==> config.mk <==
export PLATFORM = sky130hd
export DESIGN_NAME = hls_ptr_reader_flat
export DESIGN_NICKNAME = d
export VERILOG_FILES = /design/src/rtl/hls_ptr_reader_if.sv /design/src/rtl/hls_ptr_reader.sv /design/src/flat_wrapper.sv
export SDC_FILE = /design/constraint.sdc
export NUM_CORES = 1
export LEC_CHECK = 0
export CORE_UTILIZATION = 40
export CTS_CLUSTER_DIAMETER = 120
export DETAILED_ROUTE_END_ITERATION = 7
export GPL_TIMING_DRIVEN = 1
export PLACE_DENSITY = 0.58
export SLEW_MARGIN = 40
export SYNTH_ARGS = -nofsm -noshare
export SYNTH_HDL_FRONTEND = slang
export SYNTH_SLANG_ARGS = --single-unit
==> constraint.sdc <==
create_clock -name clk_i -period 5.55 [get_ports clk_i]
set_input_delay 0.555 -clock clk_i [delete_from_list [all_inputs] [get_ports clk_i]]
set_output_delay 0.555 -clock clk_i [all_outputs]
set_load 0.01 [all_outputs]
Run 1, clock nets:
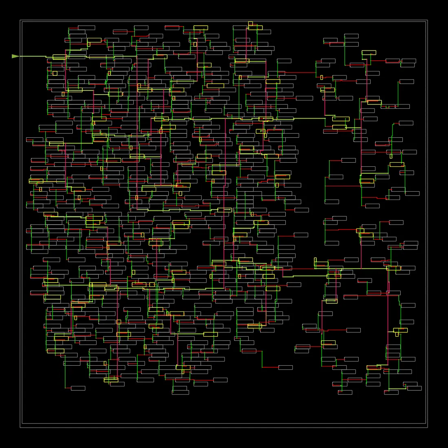
CTS Sinks: 648
Clock Skews: 0.0236 ns
Latency at later pin: 0.61 ns

Run 1, placement density heat map:
(1 px per µm) 27 x 27 tiles, from dark purple (low) to yellow (high), 0 to 100% covered.
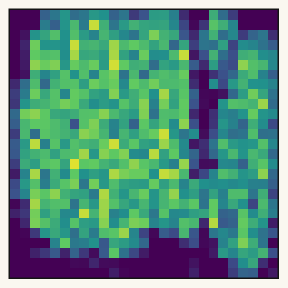
- densest ninth of the die: middle
- tiles over 75% full: 12%
- fullest tile: 95%
end-of-flow core utilization: 48.9%
Core Box Area: 69900 µm²
Initial Utilization: 40.4%

Run 1, I/O nets highlighted:
(1.5 px per µm)
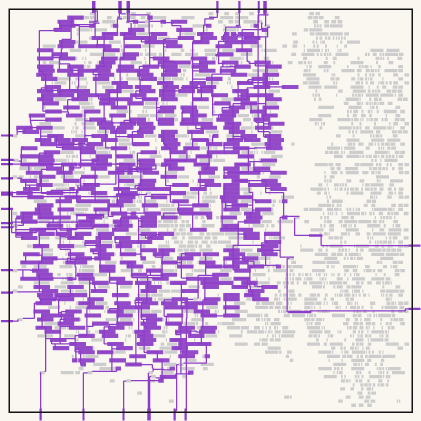
- `bus_avm_readdata_i`: purple (bits 32; direction input; end cells 544; buffers 32; wire 6110 µm)
I/O pin cnt: 222
Port Buffer Count: 217

==> results.toml, run 1 <==
# flow metrics
[global_route]
grt_pass1_vias = 18100
grt_max_degree = 65
top_usage_layer = "met2"
gr-total-overflow = 0
antenna_found_initial = 5
grt_use_met2_pct = 34.6
gr-usage-all-layers_pct = 20.5
grt_pass1_wl_um = 110000

[layout]
fill_cells = 5993
seq_share_pct = 55.0
num-clock-buffers = 88
area_delta_synth_final_pct = 21.1
antenna_cells = 0
dominant_cells = "flip-flops and latches"
flop-count = 648
lay_top_cells = "edfxtp_1, nand2_1, clkdlybuf4s50_1"
final_common_cell = "edfxtp_1"
largest_reg_flops = 512
sh_comb_area_pct = 26.2
buf_share_pct = 8.32
nNetsFinal = 2313
inv_count = 54
logic_gate_count = 1102
regArea_um2 = 18800

[worst_hold_path]
min_path_type = "primary input to flip-flop"
hold_depth = 2

[placement]
gp_congestion = 0.888
hpwl_um = 45800

[worst_setup_path]
r2r_cells = 17
worst-path-max-fanout = 6
cpPeakStageDelay_ns = 0.48
cp-end-kind = "flip-flop"
required_ns = 6.04
worst-path-buf-inv = 2
regToRegSetupSlack_ns = 0.86
arrival_ns = 5.18
cp_top_family = "AND-OR/OR-AND gates"
path_cells = "ha_1, inv_1, fa_1, a21o_1, a21oi_1, o2111ai_1, a2111o_1, o31ai_2, ha_1, inv_1, fa_1, nor2b_1, nand3_1, maj3_1, o21ai_0, a21oi_1, o311ai_0"
setup.worst_path.class = "flip-flop to flip-flop"

[synth]
synth-edff-count = 512
yosys_cells = 1916
numSynthFlops = 648
top_cells_by_count = "edfxtp_1, nand2_1, dfrtp_1"
synthArstFlopShare_pct = 21.0
logic_family = "multiplexers"
top_cell_area_share_pct = 54.5
ys_warn_count = 0
synth.area.top_cells = "edfxtp_1, dfrtp_1, mux4_2, nand2_1, a21oi_1"
ff_type = "edfxtp_1"
synth_top_cell_by_count = "edfxtp_1"
avgSynthCellArea_um2 = 14.7
synthAoiAreaFrac_pct = 7.98
ys_sh_adder_pct = 2.10
yosysTopAreaCell = "edfxtp_1"
mux_area_share_pct = 11.4

[final_timing]
slew_headroom_pct = 43.1
setup_tns_ns = 0
fmax_mhz = 213
finalSetupViolCount = 0
finalClockPeriodUsage_pct = 84.5
timing.final.crit_period_ns = 4.69
rsz0062_at_grt = "no"
slew_violations = 0

[die]
dieHeight_um = 268
die_area_um2 = 71600
die_w_um = 268
num_rows = 97

[power_and_ir_drop]
pwr-share-clk_pct = 22.6
leakage_nw = 11.8
cellPowerDensity_nw_per_um2 = 585
p_comb_share_pct = 43.0
max-vdd-ir-drop_v = 0.000437
power_frac_seq_pct = 34.4
switchingPower_mw = 7.24

[route]
num_vias = 17600
wirelength_um = 72600
drt_iter0_drc = 1465
drc = 0
via_per_inst = 5.61
met3_wirelength_um = 3940
met2_length_um = 35800
drt_pass1_iterations = 5
antenna_left = 0
top_layer_used = "met5"

[cts]
cts_max_level = 3
cts_root_buffer = "clkbuf_16"
cts_made_buffers = 69
cts_resized = 0

[run_status]
outcome = "completed"

[flow_run]
maxCapViolations = 0
[run 1: power groups by stage]
| stage | combinational (mW) | clock [mW] | sequential [mW] |
|---|---|---|---|
| finish | 8.59 | 4.52 | 6.87 |
| global route | 9.53 | 4.79 | 6.97 |
| CTS | 8.72 | 4.63 | 6.87 |
| detailed placement | 8.68 | 0 | 6.96 |
| global placement | 8.48 | 0 | 6.92 |
| floorplan | 5.65 | 0 | 6.87 |
[run 1: stage by stage]
stage,area [µm²],utilization [%],cells,setup slack [ns],total power [mW]
finish,34200,48.9,3143,0.860,20.0
global placement,31700,45.3,3007,0.766,15.4
detailed placement,31900,45.7,3019,0.763,15.6
floorplan,28200,-,1917,1.29,12.5
CTS,34100,48.8,3142,0.883,20.2
global route,34200,48.9,3143,0.491,21.3
Run 1, selected gate families:
(2 px per µm)
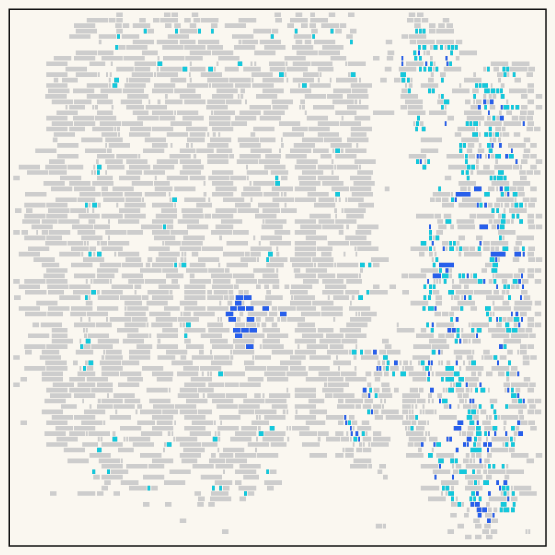

--- run 2 (diff from run 1) ---
--- a/config.mk
+++ b/config.mk
@@ -9,7 +9,7 @@
 export CTS_CLUSTER_DIAMETER = 120
 export DETAILED_ROUTE_END_ITERATION = 7
 export GPL_TIMING_DRIVEN = 1
-export PLACE_DENSITY = 0.58
+export PLACE_DENSITY = 0.61
 export SLEW_MARGIN = 40
 export SYNTH_ARGS = -nofsm -noshare
 export SYNTH_HDL_FRONTEND = slang
==> constraint.sdc (replaced) <==
create_clock -name clk_i -period 4.3 [get_ports clk_i]
set_input_delay 0.43 -clock clk_i [delete_from_list [all_inputs] [get_ports clk_i]]
set_output_delay 0.43 -clock clk_i [all_outputs]
set_load 0.01 [all_outputs]
Run 2, selected gate families:
(2 px per µm)
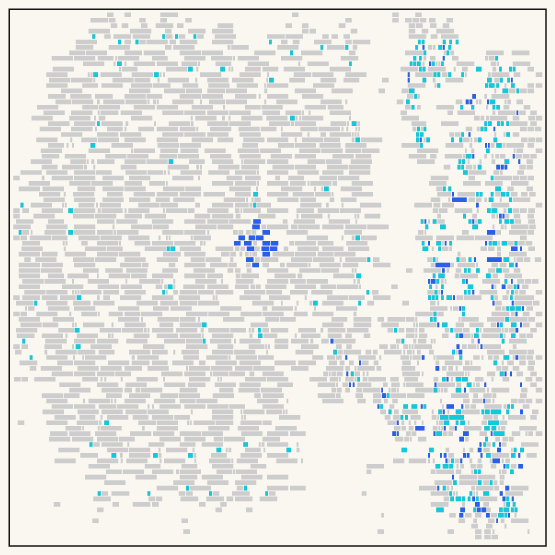
- aoi and oai cells: cyan (cells 307; where spread over the die)
- nor cells: blue (cells 147)
Finished Layout Cells: 3190
Comb area share: 26.1%
Top cell excl fill/tap: edfxtp_1

==> run 2 against run 1 <==
Highest routed layer unchanged. Critical endpoint unchanged. Maximum frequency grew 15%. Critical path type unchanged. Critical path depth grew 1. Clock power increased by 42%.
==> results.toml, run 2 <==
# flow metrics
[layout]
flop-count = 648
area_delta_synth_final_pct = 23.3
lay_top_cells = "edfxtp_1, nand2_1, clkdlybuf4s50_1"
postLayoutCellArea_um2 = 34800
num-clock-buffers = 93
seq_share_pct = 54.0
antenna_cells = 1
fill_cells = 5949
dominant_cells = "flip-flops and latches"
largest_reg_flops = 512

[worst_setup_path]
cp-end-kind = "flip-flop"
setup.worst_path.class = "flip-flop to flip-flop"
worst-path-buf-inv = 3
r2r_cells = 18
regToRegSetupSlack_ns = 0.21
cpPeakStageDelay_ns = 0.51
worst-path-max-fanout = 3
cp_top_family = "AND-OR/OR-AND gates"

[die]
die_area_um2 = 71600
core_um2 = 69900
num_rows = 97
die_w_um = 268
fp_util_pct = 40.4

[synth]
synth.area.top_cells = "edfxtp_1, dfrtp_1, mux4_2, nand2_1, a21oi_1"
top_cells_by_count = "edfxtp_1, nand2_1, dfrtp_1"
avgSynthCellArea_um2 = 14.7
synth-edff-count = 512
ys_warn_count = 0
top_cell_area_share_pct = 54.5
yosysTopAreaCell = "edfxtp_1"
synthArstFlopShare_pct = 21.0

[power_and_ir_drop]
p_total_mw = 27.0
cellPowerDensity_nw_per_um2 = 777
maxPowerGroup = "combinational cells"
p_comb_share_pct = 43.6
pwr-share-clk_pct = 23.8
leakage_nw = 12.1
power_frac_seq_pct = 32.6

[cts]
clock-sinks = 648
cts_root_buffer = "clkbuf_16"
cts_made_buffers = 72
cts_max_level = 3

[route]
drt_pass1_iterations = 5
num_vias = 17900
antenna_left = 0
via_per_inst = 5.61

[worst_hold_path]
hold_depth = 2

[placement]
gp_congestion = 0.877
port_buffers = 217
post-place-ws_ns = -0.215
hpwl_um = 45800
dpl_cell_area_um2 = 32100

[run_status]
outcome = "completed"

[final_timing]
clock_skew_ns = 0.0273
setup_ws_ns = 0.212
timing.final.crit_period_ns = 4.09
setup_tns_ns = 0

[global_route]
grt_pass1_vias = 18300
grt_pass1_wl_um = 113000

[flow_run]
maxCapViolations = 0
## run 2: cell families (layout without fill, tap and decap cells)
group / count (synthesis) / in the layout / share of synthesized area, %
muxes: 161 / 161 / 11.4
xor gates and xnor gates: 26 / 26 / 0.807
buffers and inverters: 167 / 499 / 2.43
and+or+nand+nor: 519 / 519 / 8.73
adders and majority gates: 44 / 44 / 2.10
DFF: 648 / 648 / 66.6
other: 1 / 3 / 0.0133
AOI/OAI and AO/OA: 350 / 350 / 7.98
## run 2: stage by stage
stage	instances	util, %
2_1_floorplan	1917	-
3_3_place_gp	3051	45.9
3_5_place_dp	3051	46.0
4_1_cts	3184	49.5
5_1_grt	3189	49.8
6_report	3190	49.8
Power is estimated from default activity; no workload was simulated.
